==> src/rtl/infra_seq_pkg.sv <==
// Shared definitions for the infrastructure reset sequencer: state encoding,
// lock-loss counter limit and state classification helpers.
package infra_seq_pkg;

    localparam int STATE_W = 3;

    typedef enum logic [STATE_W-1:0] {
        ST_WAIT_LOCK = 3'd0,
        ST_STABLE    = 3'd1,
        ST_IDLY_RST  = 3'd2,
        ST_IDLY_WAIT = 3'd3,
        ST_RUN       = 3'd4,
        ST_FAULT     = 3'd5
    } seq_state_e;

    localparam logic [7:0] LOCK_LOSS_MAX = 8'd255;

    // States in which a dropped lock aborts back to WAIT_LOCK.
    function automatic logic lock_guarded(input seq_state_e st);
        case (st)
            ST_STABLE, ST_IDLY_RST, ST_IDLY_WAIT, ST_RUN: lock_guarded = 1'b1;
            default:                                      lock_guarded = 1'b0;
        endcase
    endfunction

    // States that time themselves with the shared cycle counter.
    function automatic logic uses_counter(input seq_state_e st);
        case (st)
            ST_STABLE, ST_IDLY_RST, ST_IDLY_WAIT: uses_counter = 1'b1;
            default:                              uses_counter = 1'b0;
        endcase
    endfunction

    function automatic int max3(input int a, input int b, input int c);
        int m;
        m = (a > b) ? a : b;
        max3 = (m > c) ? m : c;
    endfunction

endpackage

==> src/rtl/infra_sync2.sv <==
// Two-flop synchroniser for a single asynchronous level into the clk domain;
// both stages clear while rst_n is low.
module infra_sync2 (
    input  logic clk,
    input  logic rst_n,
    input  logic d,
    output logic q
);

    logic meta_r;
    logic sync_r;

    // Two-stage capture of the asynchronous input.
    always_ff @(posedge clk or negedge rst_n) begin
        if (!rst_n) begin
            meta_r <= 1'b0;
            sync_r <= 1'b0;
        end else begin
            meta_r <= d;
            sync_r <= meta_r;
        end
    end

    assign q = sync_r;

endmodule

==> src/rtl/infra_reset_sequencer.sv <==
// Power-up sequencer: waits for a stable clock lock, pulses IDELAYCTRL reset,
// waits for ready, then releases user reset. Define INFRA_SEQ_LOCK_LOSS_CNT_EN
// to build the saturating lock-loss event counter.
module infra_reset_sequencer
    import infra_seq_pkg::*;
#(
    parameter int LOCK_STABLE_CYC = 1024,
    parameter int IDLY_RST_CYC    = 16,
    parameter int RDY_TIMEOUT_CYC = 4096
) (
    input  logic               sys_clk,
    input  logic               sys_rst_n,
    input  logic               sys_clk_lock,
    input  logic               idelay_rdy,
    input  logic               soft_rst,
    output logic               idelay_rst,
    output logic               user_rst,
    output logic               seq_ready,
    output logic               seq_fault,
    output logic [STATE_W-1:0] seq_state,
    output logic [7:0]         lock_loss_cnt
);

    localparam int MAX_CYC = max3(LOCK_STABLE_CYC, IDLY_RST_CYC, RDY_TIMEOUT_CYC);
    localparam int CNT_W   = (MAX_CYC > 1) ? $clog2(MAX_CYC) : 1;

    localparam logic [CNT_W-1:0] STABLE_LAST  = CNT_W'(LOCK_STABLE_CYC - 1);
    localparam logic [CNT_W-1:0] IDLY_LAST    = CNT_W'(IDLY_RST_CYC - 1);
    localparam logic [CNT_W-1:0] TIMEOUT_LAST = CNT_W'(RDY_TIMEOUT_CYC - 1);
    localparam logic [CNT_W-1:0] CNT_ZERO     = {CNT_W{1'b0}};
    localparam logic [CNT_W-1:0] CNT_ONE      = CNT_W'(1);
    localparam logic [CNT_W-1:0] CNT_MAX      = {CNT_W{1'b1}};

    logic             lock_s;
    logic             rdy_s;
    seq_state_e       state_r;
    seq_state_e       state_nxt_s;
    logic [CNT_W-1:0] cnt_r;
    logic [CNT_W-1:0] cnt_nxt_s;

    logic idelay_rst_r, user_rst_r, seq_ready_r, seq_fault_r;
    logic idelay_rst_nxt_s, user_rst_nxt_s, seq_ready_nxt_s, seq_fault_nxt_s;

    infra_sync2 u_sync_lock (
        .clk   (sys_clk),
        .rst_n (sys_rst_n),
        .d     (sys_clk_lock),
        .q     (lock_s)
    );

    infra_sync2 u_sync_rdy (
        .clk   (sys_clk),
        .rst_n (sys_rst_n),
        .d     (idelay_rdy),
        .q     (rdy_s)
    );

    // State and cycle-counter register; reset release is assumed already synchronised upstream.
    always_ff @(posedge sys_clk or negedge sys_rst_n) begin
        if (!sys_rst_n) begin
            state_r <= ST_WAIT_LOCK;
            cnt_r   <= CNT_ZERO;
        end else begin
            state_r <= state_nxt_s;
            cnt_r   <= cnt_nxt_s;
        end
    end

    // Next-state and counter decode; lock loss outranks every other exit.
    always_comb begin
        state_nxt_s = state_r;
        cnt_nxt_s   = CNT_ZERO;
        case (state_r)
            ST_WAIT_LOCK: begin
                if (lock_s) state_nxt_s = ST_STABLE;
                else        state_nxt_s = ST_WAIT_LOCK;
            end
            ST_STABLE: begin
                if (!lock_s)                   state_nxt_s = ST_WAIT_LOCK;
                else if (cnt_r == STABLE_LAST) state_nxt_s = ST_IDLY_RST;
                else                           state_nxt_s = ST_STABLE;
            end
            ST_IDLY_RST: begin
                if (!lock_s)                 state_nxt_s = ST_WAIT_LOCK;
                else if (cnt_r == IDLY_LAST) state_nxt_s = ST_IDLY_WAIT;
                else                         state_nxt_s = ST_IDLY_RST;
            end
            ST_IDLY_WAIT: begin
                if (!lock_s)                    state_nxt_s = ST_WAIT_LOCK;
                else if (rdy_s)                 state_nxt_s = ST_RUN;
                else if (cnt_r == TIMEOUT_LAST) state_nxt_s = ST_FAULT;
                else                            state_nxt_s = ST_IDLY_WAIT;
            end
            ST_RUN: begin
                if (!lock_s)                state_nxt_s = ST_WAIT_LOCK;
                else if (soft_rst || !rdy_s) state_nxt_s = ST_IDLY_RST;
                else                        state_nxt_s = ST_RUN;
            end
            ST_FAULT: begin
                if (soft_rst) state_nxt_s = ST_WAIT_LOCK;
                else          state_nxt_s = ST_FAULT;
            end
            default: state_nxt_s = ST_WAIT_LOCK;
        endcase

        // Counter restarts on every state change and saturates rather than wraps.
        if (state_nxt_s != state_r)     cnt_nxt_s = CNT_ZERO;
        else if (!uses_counter(state_r)) cnt_nxt_s = CNT_ZERO;
        else if (cnt_r == CNT_MAX)       cnt_nxt_s = cnt_r;
        else                             cnt_nxt_s = cnt_r + CNT_ONE;
    end

    // Output decode from the next state so registered outputs line up with state_r.
    always_comb begin
        user_rst_nxt_s   = (state_nxt_s != ST_RUN);
        idelay_rst_nxt_s = (state_nxt_s == ST_IDLY_RST);
        seq_ready_nxt_s  = (state_nxt_s == ST_RUN);
        seq_fault_nxt_s  = (state_nxt_s == ST_FAULT);
    end

    // Output register; asynchronous reset drops an in-flight idelay_rst at once.
    always_ff @(posedge sys_clk or negedge sys_rst_n) begin
        if (!sys_rst_n) begin
            user_rst_r   <= 1'b1;
            idelay_rst_r <= 1'b0;
            seq_ready_r  <= 1'b0;
            seq_fault_r  <= 1'b0;
        end else begin
            user_rst_r   <= user_rst_nxt_s;
            idelay_rst_r <= idelay_rst_nxt_s;
            seq_ready_r  <= seq_ready_nxt_s;
            seq_fault_r  <= seq_fault_nxt_s;
        end
    end

    assign user_rst   = user_rst_r;
    assign idelay_rst = idelay_rst_r;
    assign seq_ready  = seq_ready_r;
    assign seq_fault  = seq_fault_r;
    assign seq_state  = state_r;

`ifdef INFRA_SEQ_LOCK_LOSS_CNT_EN
    logic       lock_loss_evt_s;
    logic [7:0] lock_loss_cnt_r;

    assign lock_loss_evt_s = lock_guarded(state_r) && !lock_s;

    // Saturating count of lock-loss aborts.
    always_ff @(posedge sys_clk or negedge sys_rst_n) begin
        if (!sys_rst_n) begin
            lock_loss_cnt_r <= 8'd0;
        end else if (lock_loss_evt_s && (lock_loss_cnt_r != LOCK_LOSS_MAX)) begin
            lock_loss_cnt_r <= lock_loss_cnt_r + 8'd1;
        end else begin
            lock_loss_cnt_r <= lock_loss_cnt_r;
        end
    end

    assign lock_loss_cnt = lock_loss_cnt_r;
`else
    assign lock_loss_cnt = 8'd0;
`endif

endmodule

==> config.mk <==
export PLATFORM = sky130hd
export DESIGN_NAME = infra_reset_sequencer
export DESIGN_NICKNAME = d
export VERILOG_FILES = /design/src/rtl/infra_seq_pkg.sv /design/src/rtl/infra_sync2.sv /design/src/rtl/infra_reset_sequencer.sv
export SDC_FILE = /design/constraint.sdc
export NUM_CORES = 1
export LEC_CHECK = 0
export ABC_CLOCK_PERIOD_IN_PS = 4600
export CAP_MARGIN = 40
export CORE_ASPECT_RATIO = 1.2
export CORE_MARGIN = 2
export CORE_UTILIZATION = 50
export DETAILED_ROUTE_END_ITERATION = 8
export GPL_TIMING_DRIVEN = 0
export MAX_ROUTING_LAYER = met4
export PLACE_DENSITY = 0.79
export SYNTH_ARGS = -nofsm -noshare
export SYNTH_HDL_FRONTEND = slang
export SYNTH_SLANG_ARGS = --single-unit
==> constraint.sdc <==
create_clock -name sys_clk -period 4.6 [get_ports sys_clk]
set_input_delay 0.92 -clock sys_clk [delete_from_list [all_inputs] [get_ports sys_clk]]
set_output_delay 0.92 -clock sys_clk [all_outputs]
set_load 0.005 [all_outputs]
Run 1, signal wires by layer:
The bar under the picture is 20 um long.
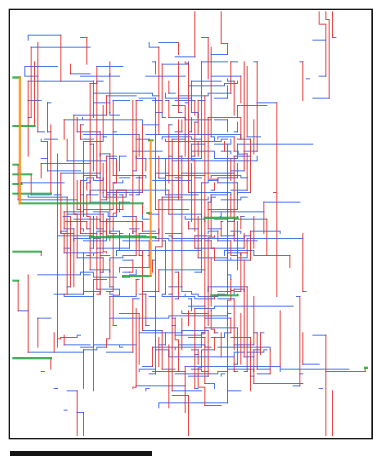
legend:
  red:
    layer: met2
    wire_length: 1460 um
  orange:
    layer: met4
    wire_length: 36.7 um
  green:
    layer: met3
    wire_length: 62.8 um
  blue:
    layer: met1
    wire_length: 1100 um

Run 1, pin map:
Pins as bars across the die edge, other pins in grey.
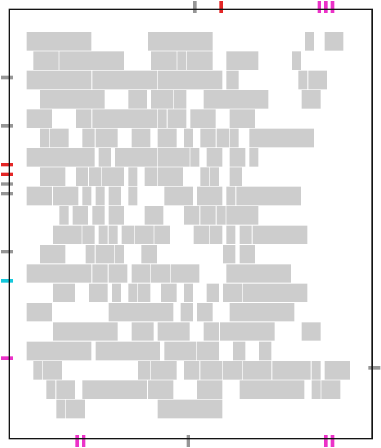
legend:
  cyan:
    port: `idelay_rdy`
    pins: 1
    direction: input
    edge: west
  magenta:
    port: `lock_loss_cnt`
    pins: 8
    direction: output
    edge: 4 south, 3 north, 1 west
  red:
    port: `seq_state`
    pins: 3
    direction: output
    edge: 2 west, 1 north
all pins by edge: 9 west, 5 south, 5 north, 1 east
DIE WIDTH: 50.8 um
vertical die size: 60.2 um
count of buffers inserted at the top-level ports: 11

Run 1, wires at chosen ports, followed through buffers:
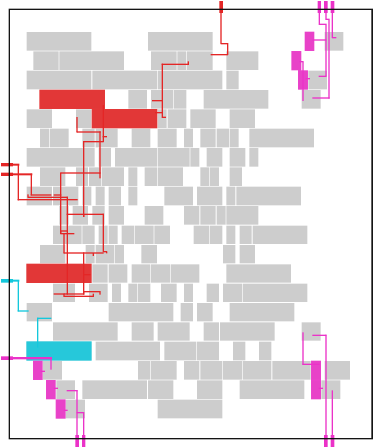
legend:
  cyan:
    port: `idelay_rdy`
    direction: input
    edge: west
    end_cells: 1
    buffers: 1
    wire: 12.2 um
  magenta:
    port: `lock_loss_cnt`
    direction: output
    edge: 4 south, 3 north, 1 west
    end_cells: 8
    buffers: 8
    wire: 87.5 um
  red:
    port: `seq_state`
    direction: output
    edge: 2 west, 1 north
    end_cells: 3
    buffers: 3
    wire: 152 um
Ports: 20

==> summary.txt, run 1 <==
The flow completed. Power attributed to combinational cells is 0.0311 mW. On the reported timing paths, the clock transition at the registers reads 120 ps. Amount of wire on met3 after detailed routing landed at 62 um. In the synthesized netlist, the dominant kind of combinational cell is simple AND/OR/NAND/NOR gates. After the last flow step, the layout net total stands at 160. Met1 wire length landed at 1.10 mm.

The overall die size recorded for this design is 3060 um2. For the finished layout, the period the worst path requires is 2290 ps. Per the detailed-route log, wirelength across all metal layers totals 2.65 mm.

STA classifies the critical path endpoint as a register. In the power breakdown, the biggest contributor is sequential cells. For met1 alone, demand over resource in global routing was 20.9%. Note that the worst hold path type here is reg2reg. Count of cells along the worst hold path landed at 0. Post-synth the commonest register cell is dfrtp_1. The number of gates resized after CTS was 0. By count the netlist is led by dfrtp_1, buf_4, nand2_1, nor2_1, a21oi_1.

The class occupying the most area after layout is reported as combinational gates. Cell area after layout landed at 1530 um2. After synthesis the netlist holds a flip-flop and latch count of 23.

Measured in cells, the most critical reg-to-reg path has a length of 7. According to the timing report, the critical path is captured at cnt_r[3]. Proportion of cell area occupied by registers landed at 37.6%. Setup TNS landed at 0 ps. The run finished with clean final reports.

Count of inserted tapcells landed at 33. Global routing met2 resource utilization landed at 37.0%. TritonCTS built the clock tree. Initial antenna violation count landed at 0. The capture point of the worst register-to-register path is recorded as cnt_r[0].

Placement-stage worst setup slack landed at 1980 ps. Per report_power, the Sequential row totals 0.210 mW. The average instance in the mapped netlist occupies 10.1 um2. Core occupancy in the finished layout landed at 60.6%. Looking at area per cell type in the netlist, the leader is dfrtp_1. OpenROAD warning count landed at 26. Via count of the first global-routing pass landed at 1040.

Signal routing reaches up to met4. Global route summary, busiest routing layer listed as met2. Across the run, the number of max-cap violations was 0.

Warnings reported by Yosys during synthesis add up to 0. Final setup skew landed at 1.51 ps.
Run 1, cell outlines without signal wires:
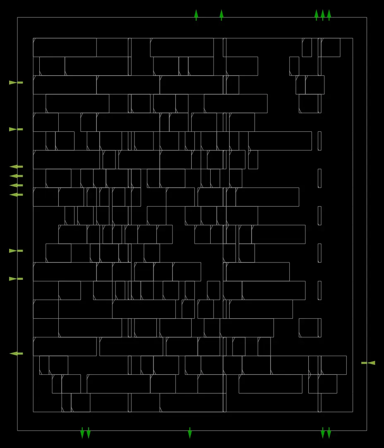

==> run 2: changes to the inputs <==
--- a/config.mk
+++ b/config.mk
@@ -5,11 +5,11 @@
 export SDC_FILE = /design/constraint.sdc
 export NUM_CORES = 1
 export LEC_CHECK = 0
-export ABC_CLOCK_PERIOD_IN_PS = 4600
+export ABC_CLOCK_PERIOD_IN_PS = 1800
 export CAP_MARGIN = 40
 export CORE_ASPECT_RATIO = 1.2
 export CORE_MARGIN = 2
-export CORE_UTILIZATION = 50
+export CORE_UTILIZATION = 48
 export DETAILED_ROUTE_END_ITERATION = 8
 export GPL_TIMING_DRIVEN = 0
 export MAX_ROUTING_LAYER = met4
==> constraint.sdc (replaced) <==
create_clock -name sys_clk -period 1.8 [get_ports sys_clk]
set_input_delay 0.36 -clock sys_clk [delete_from_list [all_inputs] [get_ports sys_clk]]
set_output_delay 0.36 -clock sys_clk [all_outputs]
set_load 0.005 [all_outputs]
Run 2, cell outlines without signal wires:
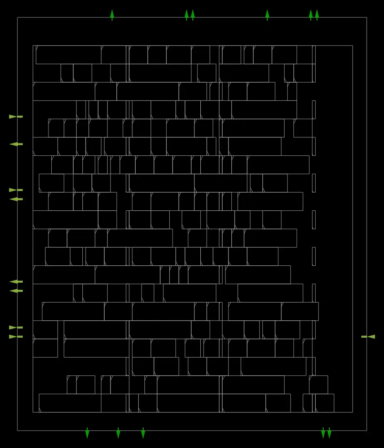
Final Instance Count excl. Fillers: 209
total core area: 2580 um2
final core utilization: 71.5%
number of cell rows: 20

==> run 2 against run 1 <==
Against the previous run:
- the run now ends with negative setup slack left
- synthesized area did not move
- critical path depth did not move
- clock skew rose by 5.2 ps
- highest routed layer unchanged
- global-route usage rose by 1.8 points
- wire length rose by 37%
- sequential power rose to 2.6 times the previous value
- die area rose by 3.9%
- first-iteration DRC count rose by 79%
- clock power rose to 2.9 times the previous value
- clock-buffer cell count fell by 1
==> summary.txt, run 2 <==
The flow completed. Setup TNS landed at -14.7 ps. Initial antenna violation count landed at 0. The flow ran to the end, but the final reports show violations. Per the finish-stage timing summary, setup violations number 2.

Number of gates resized after cts landed at 11. The checks that failed: negative setup slack. Setup slack on the critical path of the routed design comes to -11.4 ps. OpenSTA lists the critical path endpoint as cnt_r[4]. Wire segments on met3 add up to 200 um in the final route. Per-instance average area after synthesis landed at 10.1 um2. TritonCTS built the clock tree. The cell type that accounts for the most area after synthesis is dfrtp_1. STA classifies the critical path endpoint as a register. Looking at the area split, the leading class of cells is combinational gates.

Per the post-place timing report, worst setup slack is -241 ps. Per the synth stats, the flop cell with the highest instance count is dfrtp_1. The dominant power group in this design is sequential cells. Sorting the synthesized cells by how often they occur yields dfrtp_1, buf_4, nand2_1, nor2_1, a21oi_1. Signal routing reaches up to met4.

In this run the horizontal extent of the chip is 51.8 um. The final timing report derives a shortest allowable period of 1810 ps. Looking at the global route congestion table, the highest-usage layer is met2. Of the total standard cell area in the layout, the sequential portion is 31.9%.
Run 2, clock distribution:
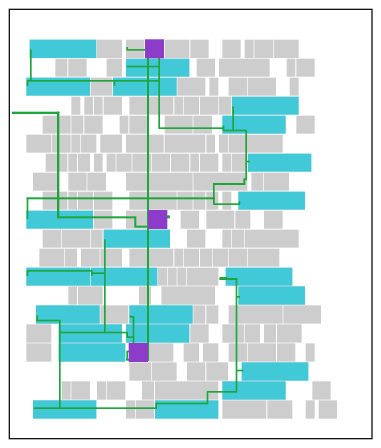
legend:
  green:
    item: clock wires
    length: 315 um
  purple:
    item: cells driving clock nets
    count: 3
  cyan:
    item: flip-flops
    count: 23
routed clock nets: 4

No activity file was given, so power comes from the tool's default toggle rates.
